<file path="src/rtl/register_file_pkg.sv">
// Shared constants and helpers for the parametrised register file.
package register_file_pkg;

  localparam int unsigned DEFAULT_DATA_WIDTH  = 16;
  localparam int unsigned DEFAULT_INDEX_WIDTH = 2;

  // Number of registers addressed by an index of the given width.
  function automatic int unsigned rf_depth(input int unsigned index_width);
    return 32'd1 << index_width;
  endfunction

endpackage

</file>
<file path="src/rtl/register_file_read_port.sv">
// One combinational read port: index mux, write bypass, zero-register override, busy select.
module register_file_read_port
  import register_file_pkg::*;
#(
  parameter int unsigned DATA_WIDTH  = DEFAULT_DATA_WIDTH,
  parameter int unsigned INDEX_WIDTH = DEFAULT_INDEX_WIDTH,
  parameter bit          BYPASS      = 1'b1,
  parameter bit          ZERO_REG    = 1'b0,
  localparam int unsigned DEPTH      = rf_depth(INDEX_WIDTH)
) (
  input  logic [DEPTH-1:0][DATA_WIDTH-1:0] regs,
  input  logic [DEPTH-1:0]                 busy,
  input  logic [INDEX_WIDTH-1:0]           read_index,
  input  logic                             write_fire,
  input  logic [INDEX_WIDTH-1:0]           write_index,
  input  logic [DATA_WIDTH-1:0]            write_data,
  input  logic                             reserve_fire,
  input  logic [INDEX_WIDTH-1:0]           reserve_index,
  output logic [DATA_WIDTH-1:0]            read_data,
  output logic                             read_busy
);

  // Stored value, then same-cycle forwarding, then the hardwired-zero override.
  always_comb begin
    read_data = regs[read_index];
    read_busy = busy[read_index];
    if (BYPASS && write_fire && (write_index == read_index)) begin
      read_data = write_data;
      // A reservation landing on the same edge is a newer producer than this write.
      read_busy = reserve_fire && (reserve_index == read_index);
    end
    if (ZERO_REG && (read_index == '0)) begin
      read_data = '0;
      read_busy = 1'b0;
    end
  end

endmodule

</file>
<file path="src/rtl/register_file_param.sv">
// Parametrised register file: one write port, N_READ read ports, per-register busy scoreboard.
module register_file_param
  import register_file_pkg::*;
#(
  parameter int unsigned DATA_WIDTH  = DEFAULT_DATA_WIDTH,
  parameter int unsigned INDEX_WIDTH = DEFAULT_INDEX_WIDTH,
  parameter int unsigned N_READ      = 2,
  parameter bit          BYPASS      = 1'b1,
  parameter bit          ZERO_REG    = 1'b0
) (
  input  logic                          clk,
  input  logic                          reset,
  input  logic [N_READ*INDEX_WIDTH-1:0] read_index,
  output logic [N_READ*DATA_WIDTH-1:0]  read_data,
  output logic [N_READ-1:0]             read_busy,
  input  logic                          write_enable,
  input  logic [INDEX_WIDTH-1:0]        write_index,
  input  logic [DATA_WIDTH-1:0]         write_data,
  input  logic                          reserve_enable,
  input  logic [INDEX_WIDTH-1:0]        reserve_index,
  output logic                          any_busy
);

  localparam int unsigned DEPTH = rf_depth(INDEX_WIDTH);

  logic [DEPTH-1:0][DATA_WIDTH-1:0] regs_q, regs_d;
  logic [DEPTH-1:0]                 busy_q, busy_d;
  logic                             write_fire;
  logic                             reserve_fire;

  // Qualified actions: nothing fires under reset, and register 0 drops them when hardwired.
  always_comb begin
    write_fire   = write_enable && !reset && !(ZERO_REG && (write_index == '0));
    reserve_fire = reserve_enable && !reset && !(ZERO_REG && (reserve_index == '0));
  end

  // Next storage/busy state; reserve is applied last so a new producer wins over the write.
  always_comb begin
    regs_d = regs_q;
    busy_d = busy_q;
    if (write_fire) begin
      regs_d[write_index] = write_data;
      busy_d[write_index] = 1'b0;
    end
    if (reserve_fire) begin
      busy_d[reserve_index] = 1'b1;
    end
  end

  // Storage and busy registers with asynchronous clear.
  always_ff @(posedge clk or posedge reset) begin
    if (reset) begin
      regs_q <= '0;
      busy_q <= '0;
    end else begin
      regs_q <= regs_d;
      busy_q <= busy_d;
    end
  end

  assign any_busy = |busy_q;

  // Independent read ports.
  for (genvar p = 0; p < int'(N_READ); p++) begin : g_read
    register_file_read_port #(
      .DATA_WIDTH (DATA_WIDTH),
      .INDEX_WIDTH(INDEX_WIDTH),
      .BYPASS     (BYPASS),
      .ZERO_REG   (ZERO_REG)
    ) u_read_port (
      .regs         (regs_q),
      .busy         (busy_q),
      .read_index   (read_index[p*INDEX_WIDTH +: INDEX_WIDTH]),
      .write_fire   (write_fire),
      .write_index  (write_index),
      .write_data   (write_data),
      .reserve_fire (reserve_fire),
      .reserve_index(reserve_index),
      .read_data    (read_data[p*DATA_WIDTH +: DATA_WIDTH]),
      .read_busy    (read_busy[p])
    );
  end

endmodule

</file>
<file path="config.mk">
export PLATFORM = sky130hd
export DESIGN_NAME = register_file_param
export DESIGN_NICKNAME = d
export VERILOG_FILES = /design/src/rtl/register_file_pkg.sv /design/src/rtl/register_file_read_port.sv /design/src/rtl/register_file_param.sv
export SDC_FILE = /design/constraint.sdc
export NUM_CORES = 1
export LEC_CHECK = 0
export CAP_MARGIN = 0
export CELL_PAD_IN_SITES_DETAIL_PLACEMENT = 0
export CELL_PAD_IN_SITES_GLOBAL_PLACEMENT = 1
export CORE_MARGIN = 2
export CORE_UTILIZATION = 30
export CTS_CLUSTER_DIAMETER = 80
export DETAILED_ROUTE_END_ITERATION = 10
export PLACE_DENSITY = 0.67
export SYNTH_ARGS = -nofsm -noshare
export SYNTH_HDL_FRONTEND = slang
export SYNTH_SLANG_ARGS = --single-unit
</file>
<file path="constraint.sdc">
create_clock -name clk -period 3.85 [get_ports clk]
set_input_delay 0.77 -clock clk [delete_from_list [all_inputs] [get_ports clk]]
set_output_delay 0.77 -clock clk [all_outputs]
set_load 0.05 [all_outputs]
</file>
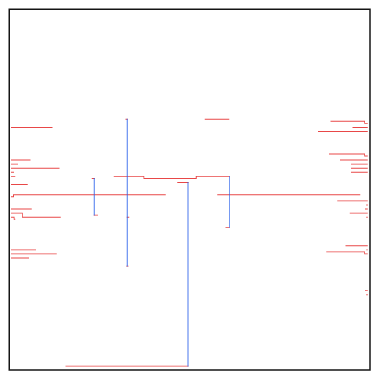
(images/metal_stack.png)
Drawn at 3 px/µm. Two of the layers only.
Blue shows met4, wire length 139 µm. Red shows met3, wire length 406 µm.

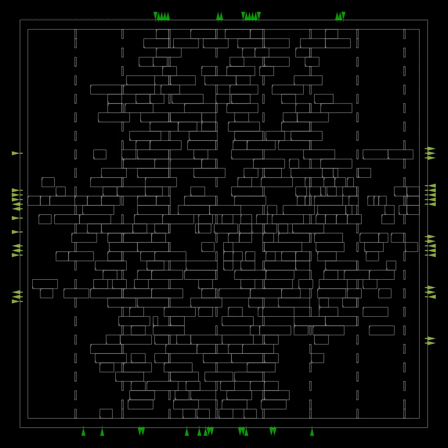
(images/final_placement.png)
# Taps: 176
flop count: 68

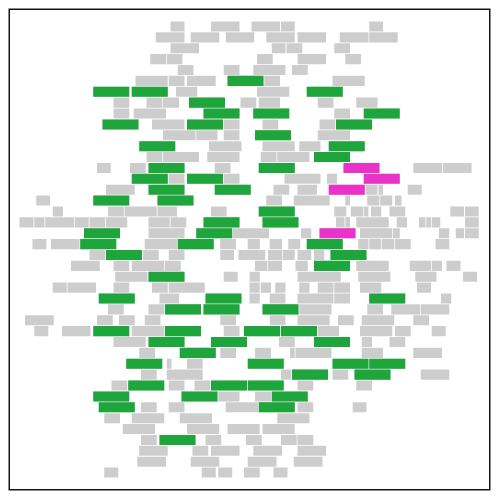
(images/registers.png)
Drawn at 4 px/µm.
Green shows regs_q, flops 64. Magenta shows busy_q, flops 4.

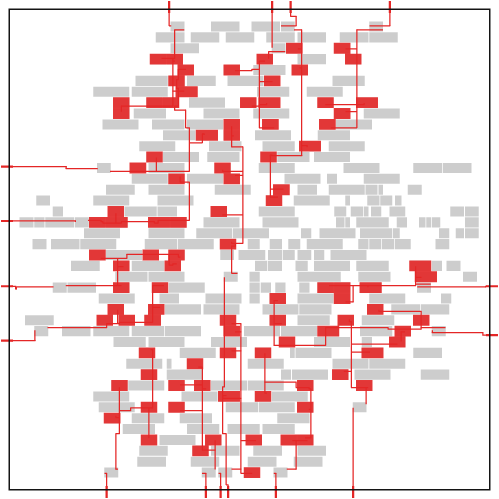
(images/port_nets.png)
Drawn at 4 px/µm.
Red shows write_data, bits 16, direction input, end cells 96, wire 1,030 µm.

==> run notes <==
impl run done, here's what came out: DP HPWL=6320 µm, power density cells=582 nW/µm², first-pass GRT wire length=14,800 µm, Setup WS pre-CTS=0.458 ns, mapped cell area=4020 µm², Setup crit end kind=output port, Nets=347, drt drc=0, core area=13,100 µm², share of cells above drive strength 1=62.2%, post-route clock period utilization=87.8%, Die Y=120 µm, Synth Seq Share=42.4%, worst setup path class=in -> out, Starting Density=30.6%, most flop-heavy register=regs_q, worst skew pair latency=0.32 ns, Synth Register Bits=68, final setup fails=0, yosys stat area=4020 µm², Post-Synth AOI/OAI Area=0.810%, RSZ-0062 raised after global routing=false, FILL cells=1,212, yosys cell count=250, Synth area leader=dfrtp_1, min Tclk post-route=3.38 ns, Req. time, crit path=3.08 ns, total power=3.17 mW, post-cts repair resize count=0, post-layout util=41.4%, syn nets=278, worst vdd ir=0.232 mV, Post-Synth XOR/XNOR Area=1.74%, relative slew slack=41.3%, Synth-to-Final Area Change=35.5%, status=finished clean, Post-Place Cells=484, Hold Vio Cnt, Final=0, total grt overflow=0, Setup TNS=0 ns, worst slew pin tran=0.881 ns, Synth Instances=250, gpl congestion=0.723, Dominant cell area share=42.4%, DR WL/cell=18.6 µm, post-CTS setup buffers=0, gr usage total=13.7%, overall routed net length=9290 µm, Clock Tree Root=clkbuf_16, simple-gate share of the synthesized area=2.52%, Post-Layout Cell Count=500, stage-log warning count=26, Post-synth mux share=47.7%, Min-Delay Path Class=reg -> reg, port buffer count=62, row cnt=42, Worst Path Arrival=2.61 ns, Fmax achieved=296 MHz, Worst Skew=0 ns, Yosys cell types=22, Post-CTS Hold Buffers=0, Area after DPL=5140 µm², Crit Path Max Fanout=10, vias in the first global route=2,618, die area=14,300 µm², hold_ws=0.523 ns, Avg Inst Size Synth=16.1 µm², max FFs per register=64, Leak=2.23 nW, Non-Filler Cell Area, Final=5450 µm², most numerous logic cell after layout=mux2_2, Top Layout Cells=85 x mux2_2, 68 x dfrtp_1, 34 x mux4_2, 33 x buf_12, 28 x clkdlybuf4s50_1, adder-cell share of the synthesized area=0%, Synth Warn #=0, total clock sinks=68, Max Buffers Root-to-Sink=2, 1st-iter DRT viols=108
[layer usage]
layer	vias up	GRT usage (%)	share of wire (%)
met5	-	0	0
met4	0	5.44	1.5
met3	10	2.90	4.4
met2	47	21.8	49
met1	1302	18.2	46
li1	1105	-	-
[area by class of cell]
cell class,instances,area [µm²],area share (%)
clock inverter,1,30.0,0.551
timing repair buffer,79,1080,19.8
multi-input combinational,156,2120,39.0
clock buffer,14,274,5.03
tap,176,220,4.04
sequential,68,1700,31.2
inverter,5,18.8,0.345
antenna,1,2.50,0.0460
[worst paths after layout]
| path | startpoint | to | slack [ns] | cells after the start |
|---|---|---|---|---|
| worst max-delay path | read_index[3] | read_data[21] | 0.47 | 5 |
| worst min-delay path | regs_q[46] | regs_q[46] | 0.52 | 1 |
| worst max register to register | regs_q[5] | regs_q[5] | 3.06 | 1 |
| worst min register to register | regs_q[46] | regs_q[46] | 0.52 | 1 |
| max in group asynchronous | reset | regs_q[29] | 2.16 | 3 |
| min in group asynchronous | reset | regs_q[2] | 1.10 | 3 |
[synth_stat cells (all sizes together)]
master   number
mux2         98
dfrtp        68
mux4         34
buf          21
inv           5
nand3         4
xnor2         4
xor2          4
and3b         2
nor3          2
o32ai         2
nand2b        1
nor2b         1
nor3b         1
o22ai         1
o2bb2ai       1
or4           1
[critical path: stages]
cell,delay (ns)
clkdlybuf4s50_1,0.73
buf_4,0.30
mux4_2,0.33
mux2_4,0.28
buf_4,0.19
[cells by family (layout without fill, tap and decap cells)]
kind of cell,after synthesis,in the layout
compound gates,4,4
buf+inv,26,99
xor+xnor,8,8
mux,132,132
other cells,0,1
flops,68,68
simple gates,12,12
[power by group]
part	internal, mW	leakage [nW]	switching (mW)	total, mW
Sequential	0.874	0.814	0.114	0.987
Clock	0.551	0.149	0.276	0.827
Combinational	0.736	1.27	0.621	1.36
Power figures rest on the tool's default switching activity, not on a simulated workload.
